## config.mk

```make
export PLATFORM = sky130hd
export DESIGN_NAME = switch_event_capture
export DESIGN_NICKNAME = d
export VERILOG_FILES = /design/src/rtl/switch_event_capture_pkg.sv /design/src/rtl/switch_debounce.sv /design/src/rtl/switch_event_capture.sv
export SDC_FILE = /design/constraint.sdc
export NUM_CORES = 1
export LEC_CHECK = 0
export CORE_MARGIN = 2
export CORE_UTILIZATION = 55
export CTS_CLUSTER_SIZE = 24
export DETAILED_ROUTE_END_ITERATION = 16
export GPL_ROUTABILITY_DRIVEN = 0
export PLACE_DENSITY_LB_ADDON = 0.12
export SLEW_MARGIN = 20
export SYNTH_ARGS = -nofsm -noshare
export SYNTH_HDL_FRONTEND = slang
export SYNTH_SLANG_ARGS = --single-unit
```

## constraint.sdc

```tcl
create_clock -name clk -period 2.5 [get_ports clk]
set_clock_uncertainty 0.05 [all_clocks]
set_input_delay 0.5 -clock clk [delete_from_list [all_inputs] [get_ports clk]]
set_output_delay 0.5 -clock clk [all_outputs]
set_load 0.005 [all_outputs]
```

## src/rtl/switch_event_capture_pkg.sv

```systemverilog
// Shared types and constants for the switch event capture block.
// Debounce state encoding, switch count and event id helpers.
package switch_event_capture_pkg;

    localparam int NUM_SW = 4;
    localparam int ID_W   = $clog2(NUM_SW);

    typedef enum logic [1:0] {
        STABLE_LO,
        WAIT_HI,
        STABLE_HI,
        WAIT_LO
    } deb_state_t;

    // Lowest set index wins; zero when nothing is set.
    function automatic logic [ID_W-1:0] lowest_set(input logic [NUM_SW-1:0] v);
        lowest_set = '0;
        for (int i = NUM_SW - 1; i >= 0; i--) begin
            if (v[i]) lowest_set = ID_W'(i);
        end
    endfunction

endpackage

```

## src/rtl/switch_debounce.sv

```systemverilog
// One switch: 2-flop synchronizer, debounce FSM and saturating counter.
// Emits single-cycle rise/fall pulses when a new level is accepted.
module switch_debounce
    import switch_event_capture_pkg::*;
#(
    parameter int DEBOUNCE_CYCLES = 125000
) (
    input  logic clk,
    input  logic reset,
    input  logic sw_raw,
    output logic sw_state,
    output logic rise,
    output logic fall
);

    localparam int CW = $clog2(DEBOUNCE_CYCLES + 1);
    localparam logic [CW-1:0] CNT_MAX = CW'(DEBOUNCE_CYCLES);
    localparam logic [CW-1:0] CNT_ONE = CW'(1);

    logic          sync1;
    logic          sync2;
    deb_state_t    state;
    deb_state_t    state_nxt;
    logic [CW-1:0] cnt;
    logic [CW-1:0] cnt_nxt;

    // Bring the raw level into the clock domain.
    always_ff @(posedge clk) begin
        if (!reset) begin
            sync1 <= 1'b0;
            sync2 <= 1'b0;
        end else begin
            sync1 <= sw_raw;
            sync2 <= sync1;
        end
    end

    // Debounce state and counter registers.
    always_ff @(posedge clk) begin
        if (!reset) begin
            state <= STABLE_LO;
            cnt   <= '0;
        end else begin
            state <= state_nxt;
            cnt   <= cnt_nxt;
        end
    end

    // Next state; counter stops at CNT_MAX, so it never wraps.
    always_comb begin
        state_nxt = state;
        cnt_nxt   = cnt;
        rise      = 1'b0;
        fall      = 1'b0;
        unique case (state)
            STABLE_LO: begin
                if (sync2) begin
                    state_nxt = WAIT_HI;
                    cnt_nxt   = CNT_ONE;
                end
            end
            WAIT_HI: begin
                if (!sync2) begin
                    state_nxt = STABLE_LO;
                    cnt_nxt   = '0;
                end else if (cnt == CNT_MAX) begin
                    state_nxt = STABLE_HI;
                    cnt_nxt   = '0;
                    rise      = 1'b1;
                end else begin
                    cnt_nxt = cnt + CNT_ONE;
                end
            end
            STABLE_HI: begin
                if (!sync2) begin
                    state_nxt = WAIT_LO;
                    cnt_nxt   = CNT_ONE;
                end
            end
            WAIT_LO: begin
                if (sync2) begin
                    state_nxt = STABLE_HI;
                    cnt_nxt   = '0;
                end else if (cnt == CNT_MAX) begin
                    state_nxt = STABLE_LO;
                    cnt_nxt   = '0;
                    fall      = 1'b1;
                end else begin
                    cnt_nxt = cnt + CNT_ONE;
                end
            end
        endcase
    end

    assign sw_state = (state == STABLE_HI) || (state == WAIT_LO);

endmodule

```

## src/rtl/switch_event_capture.sv

```systemverilog
// Debounced switch events with pending flags and a valid/ready output.
// Define SWITCH_EVT_FALLING_EN to also report falling edges.
module switch_event_capture
    import switch_event_capture_pkg::*;
#(
    parameter int DEBOUNCE_CYCLES = 125000
) (
    input  logic              clk,
    input  logic              reset,
    input  logic [NUM_SW-1:0] SWITCHES,
    output logic [NUM_SW-1:0] sw_state,
    output logic              evt_valid,
    input  logic              evt_ready,
    output logic [ID_W-1:0]   evt_id,
    output logic              evt_rise,
    output logic              evt_ovf,
    input  logic              ovf_clr
);

    logic [NUM_SW-1:0] rise;
    logic [NUM_SW-1:0] fall;
    logic [NUM_SW-1:0] hit;
    logic [NUM_SW-1:0] pend;
    logic [NUM_SW-1:0] pend_nxt;
    logic [NUM_SW-1:0] take_mask;
    logic [ID_W-1:0]   sel_id;
    logic              xfer;
    logic              take;
    logic              ovf_set;

    genvar g;
    generate
        for (g = 0; g < NUM_SW; g++) begin : g_deb
            switch_debounce #(
                .DEBOUNCE_CYCLES(DEBOUNCE_CYCLES)
            ) u_deb (
                .clk     (clk),
                .reset   (reset),
                .sw_raw  (SWITCHES[g]),
                .sw_state(sw_state[g]),
                .rise    (rise[g]),
                .fall    (fall[g])
            );
        end
    endgenerate

`ifdef SWITCH_EVT_FALLING_EN
    logic [NUM_SW-1:0] pend_dir;
    logic [NUM_SW-1:0] pend_dir_nxt;

    assign hit          = rise | fall;
    assign pend_dir_nxt = (pend_dir & ~hit) | (rise & hit);
`else
    logic unused_fall;

    assign hit         = rise;
    assign unused_fall = ^fall;
`endif

    assign sel_id = lowest_set(pend);
    assign xfer   = evt_valid & evt_ready;
    assign take   = (|pend) & (~evt_valid | xfer);

    // A pulse landing on a flag that is being taken this cycle is not lost.
    always_comb begin
        take_mask = '0;
        if (take) take_mask[sel_id] = 1'b1;
        pend_nxt = (pend & ~take_mask) | hit;
        ovf_set  = |(pend & ~take_mask & hit);
    end

    // Pending flags and sticky overflow; a new overflow beats a clear.
    always_ff @(posedge clk) begin
        if (!reset) begin
            pend    <= '0;
            evt_ovf <= 1'b0;
        end else begin
            pend    <= pend_nxt;
            evt_ovf <= (evt_ovf & ~ovf_clr) | ovf_set;
        end
    end

    // Output register holds its payload until accepted.
    always_ff @(posedge clk) begin
        if (!reset) begin
            evt_valid <= 1'b0;
            evt_id    <= '0;
        end else if (take) begin
            evt_valid <= 1'b1;
            evt_id    <= sel_id;
        end else if (xfer) begin
            evt_valid <= 1'b0;
        end
    end

`ifdef SWITCH_EVT_FALLING_EN
    // Edge direction per pending flag and for the presented event.
    always_ff @(posedge clk) begin
        if (!reset) begin
            pend_dir <= '0;
            evt_rise <= 1'b1;
        end else begin
            pend_dir <= pend_dir_nxt;
            if (take) evt_rise <= pend_dir[sel_id];
        end
    end
`else
    assign evt_rise = 1'b1;
`endif

endmodule

```

Figure 1. Cell classes on the final placement.
Fill, decap, tap and diode cells in grey.
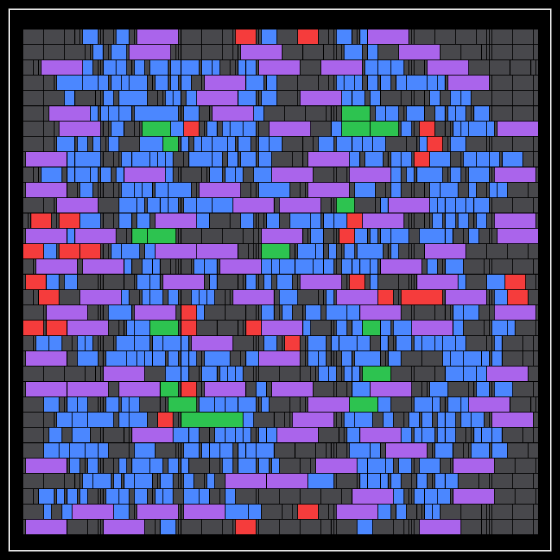
[blue] remaining logic cells | cells: 447
[green] clock drivers and dummy loads | cells: 16
[red] remaining buffers and delay cells | cells: 30
[purple] registers | cells: 92

Figure 2. Clock network drawn from the DEF.
Bar = 20 um.
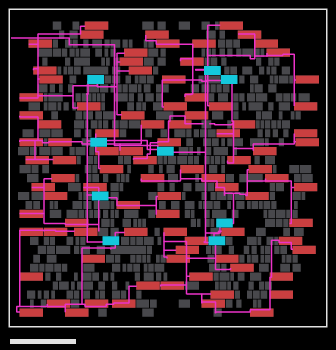
[magenta] clock wires | length: 1140 um
[cyan] clock-net drivers | count: 9
[red] flip-flops | count: 92
flops lie: spread over the die
Insertion Delay late pin: 370 ps
Clock net power: 1.06 mW
clock network fraction of total power: 39.4%

Figure 3. Clock nets.
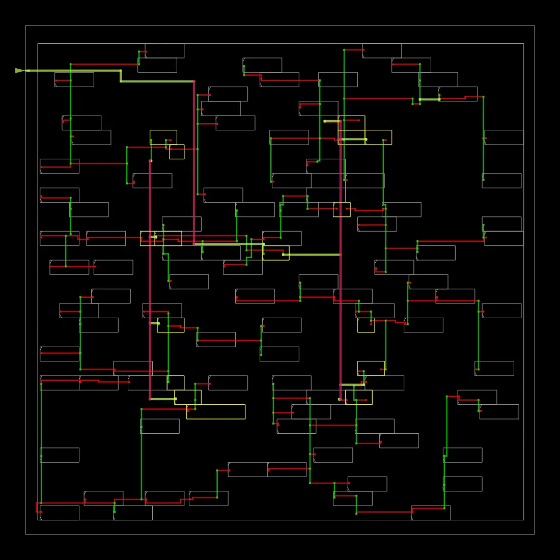
# clk buffers: 10
CTS Buf Count: 9
Sinks on Clock Net: 92
Flops: 92

==> flow_metrics.env <==
# yosys + openroad results
export IMPL_status="complete, no violations"
export IMPL_post_route_util_pct=62.3
export IMPL_crit_slowest_cell="or4bb_1"
export IMPL_comb_area_share_pct=50.2
export IMPL_yosysSeqAreaShare_pct=39.7
export IMPL_coreArea_mm2=0.00822
export IMPL_root_buffer="clkbuf_8"
export IMPL_cts_tree="done"
export IMPL_nNonClkBuffers=30
export IMPL_hold_start="g_deb[1].u_deb.sync1"
export IMPL_whs_path_depth=1
export IMPL_grt_busiest_layer="met2"
export IMPL_use_met1_pct=31.9
export IMPL_gr_total_overflow=0
export IMPL_inv_count=25
export IMPL_worst_pin_slew_ps=553
export IMPL_netlist_area_leader_share_pct=39.7
export IMPL_topRoutingLayerUsed="met4"
export IMPL_final_nets=596
export IMPL_grt_use_met3_pct=3.92
export IMPL_crit_end="g_deb[2].u_deb.cnt[12]"
export IMPL_nWellTaps=105
export IMPL_path_buffers=2
export IMPL_layout_top_cell="dfxtp_1"
export IMPL_place_hpwl_um=6640
export IMPL_htreeDepth=3
export IMPL_use_met2_pct=32.2
export IMPL_setup_viol=0
export IMPL_post_cts_buffers=0
export IMPL_slew_headroom_pct=62.8
export IMPL_pwr_share_seq_pct=55.9
export IMPL_crit_path_start="g_deb[2].u_deb.cnt[0]"
export IMPL_final_comb_area_mm2=0.00257
export IMPL_cp_max_fo=9
export IMPL_r2r_end="g_deb[2].u_deb.cnt[12]"
export IMPL_layout_cells_most_common_list="dfxtp_1 (92), nand2_1 (52), o21ai_0 (49)"
export IMPL_ctsLongestPathBuffers=2
export IMPL_period_minus_slack_ps=2250
export IMPL_cts_resized=0
export IMPL_setup_slack_ps=252
export IMPL_slowest_delay_ps=540
export IMPL_rr_startpoint="g_deb[2].u_deb.cnt[0]"
export IMPL_route_detailed_drc=0
export IMPL_syn2layout_area_growth_pct=10.2
export IMPL_irDropWorstVdd_v=0.000329
export IMPL_netlist_top_cells_count="dfxtp_1 (92), nand2_1 (52), o21ai_0 (49), nand3_1 (40), nor2_1 (37)"
export IMPL_clock_area_share_pct=4.08
export IMPL_grt_first_pass_wirelength_um=16100
export IMPL_area_leaders="dfxtp_1 (40%), o21ai_0 (5.3%), nand3_1 (4.3%), nand2_1 (4.2%), nor2_1 (3.0%)"
export IMPL_buffer_area_share_pct=5.38
export IMPL_drtPass1Iterations=4
export IMPL_fmax_mhz=445
export IMPL_postPlaceCellArea_mm2=0.00491
export IMPL_crit_cells=8
export IMPL_crit_chain="inv_1 > ha_1 > or4bb_1 > nor4_4 > or2_1 > buf_4 > o21ai_2 > mux2_4"
export IMPL_cp_start_kind="flop"
export IMPL_combPwrFrac_pct=4.7
export IMPL_met1_length_um=4920
export IMPL_end_kind="flop"
export IMPL_routed_via_density=5.83
export IMPL_holdCritPathClass="flop to flop"
export IMPL_async_flop_share_pct=0
export IMPL_p_sw_mw=0.645
export IMPL_crit_arrival_ps=2470
export IMPL_post_route_period_util_pct=89.9
export IMPL_worst_r2r_cell_count=8
export IMPL_fp_dieH_um=95.9
export IMPL_min_to="g_deb[1].u_deb.sync2"
Figure 4. Signal wires by layer.
Bar = 20 um. Two of the layers only.
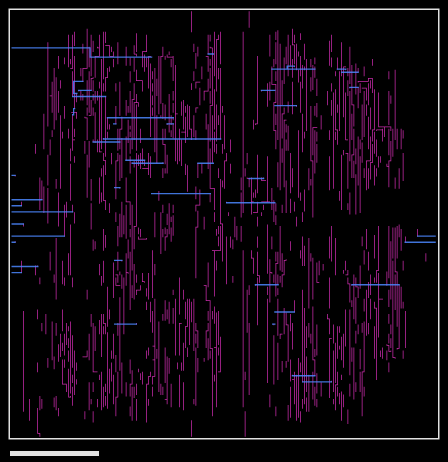
[magenta] M2 | wire length: 4140 um
[blue] M3 | wire length: 265 um
via count: 4021
routed wire length: 9480 um

Figure 5. Register map, names as in the netlist.
Bar = 20 um. Other sequential cells in the stronger grey, the rest of the logic in the fainter grey.
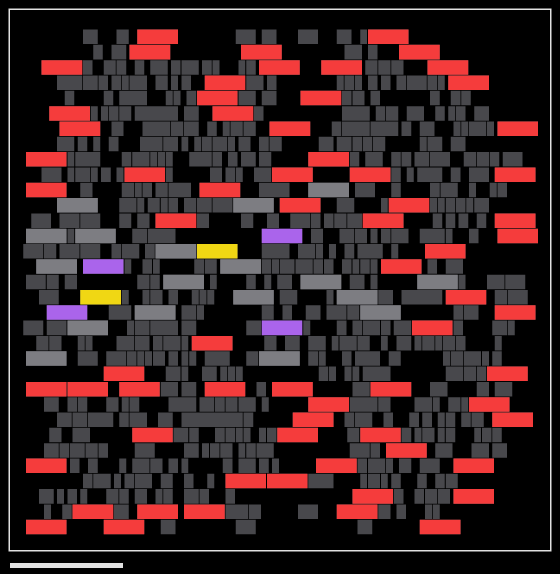
[red] `g_deb.u_deb.cnt` | sequential cells: 68 | where: spread over the die
[yellow] `evt_id` | sequential cells: 2
[purple] `g_deb.u_deb.sync2` | sequential cells: 4
register fraction of the total cell area: 36.0%
register area: 0.00184 mm2

cells by family (layout without fill, tap and decap cells):
kind of cell	Yosys count	count (layout)	share of synthesized area, %
and+or+nand+nor	253	253	29.8
muxes	9	9	2.07
DFF	92	92	39.7
adders and majority gates	8	8	2.16
xor gates and xnor gates	16	16	3.02
AOI/OAI and AO/OA	135	135	18.1
buffers and inverters	52	71	5.04
other	1	1	0.0808
power by group through the flow:
| stage | Clock [mW] | Combinational [mW] | Sequential (mW) |
|---|---|---|---|
| after floorplan | 0 | 0.0852 | 1.52 |
| after global placement | 0 | 0.122 | 1.53 |
| after detailed placement | 0 | 0.124 | 1.53 |
| after CTS | 1.09 | 0.125 | 1.50 |
| after global routing | 1.15 | 0.140 | 1.50 |
| final | 1.06 | 0.125 | 1.50 |
Power figures rest on the tool's default switching activity, not on a simulated workload.
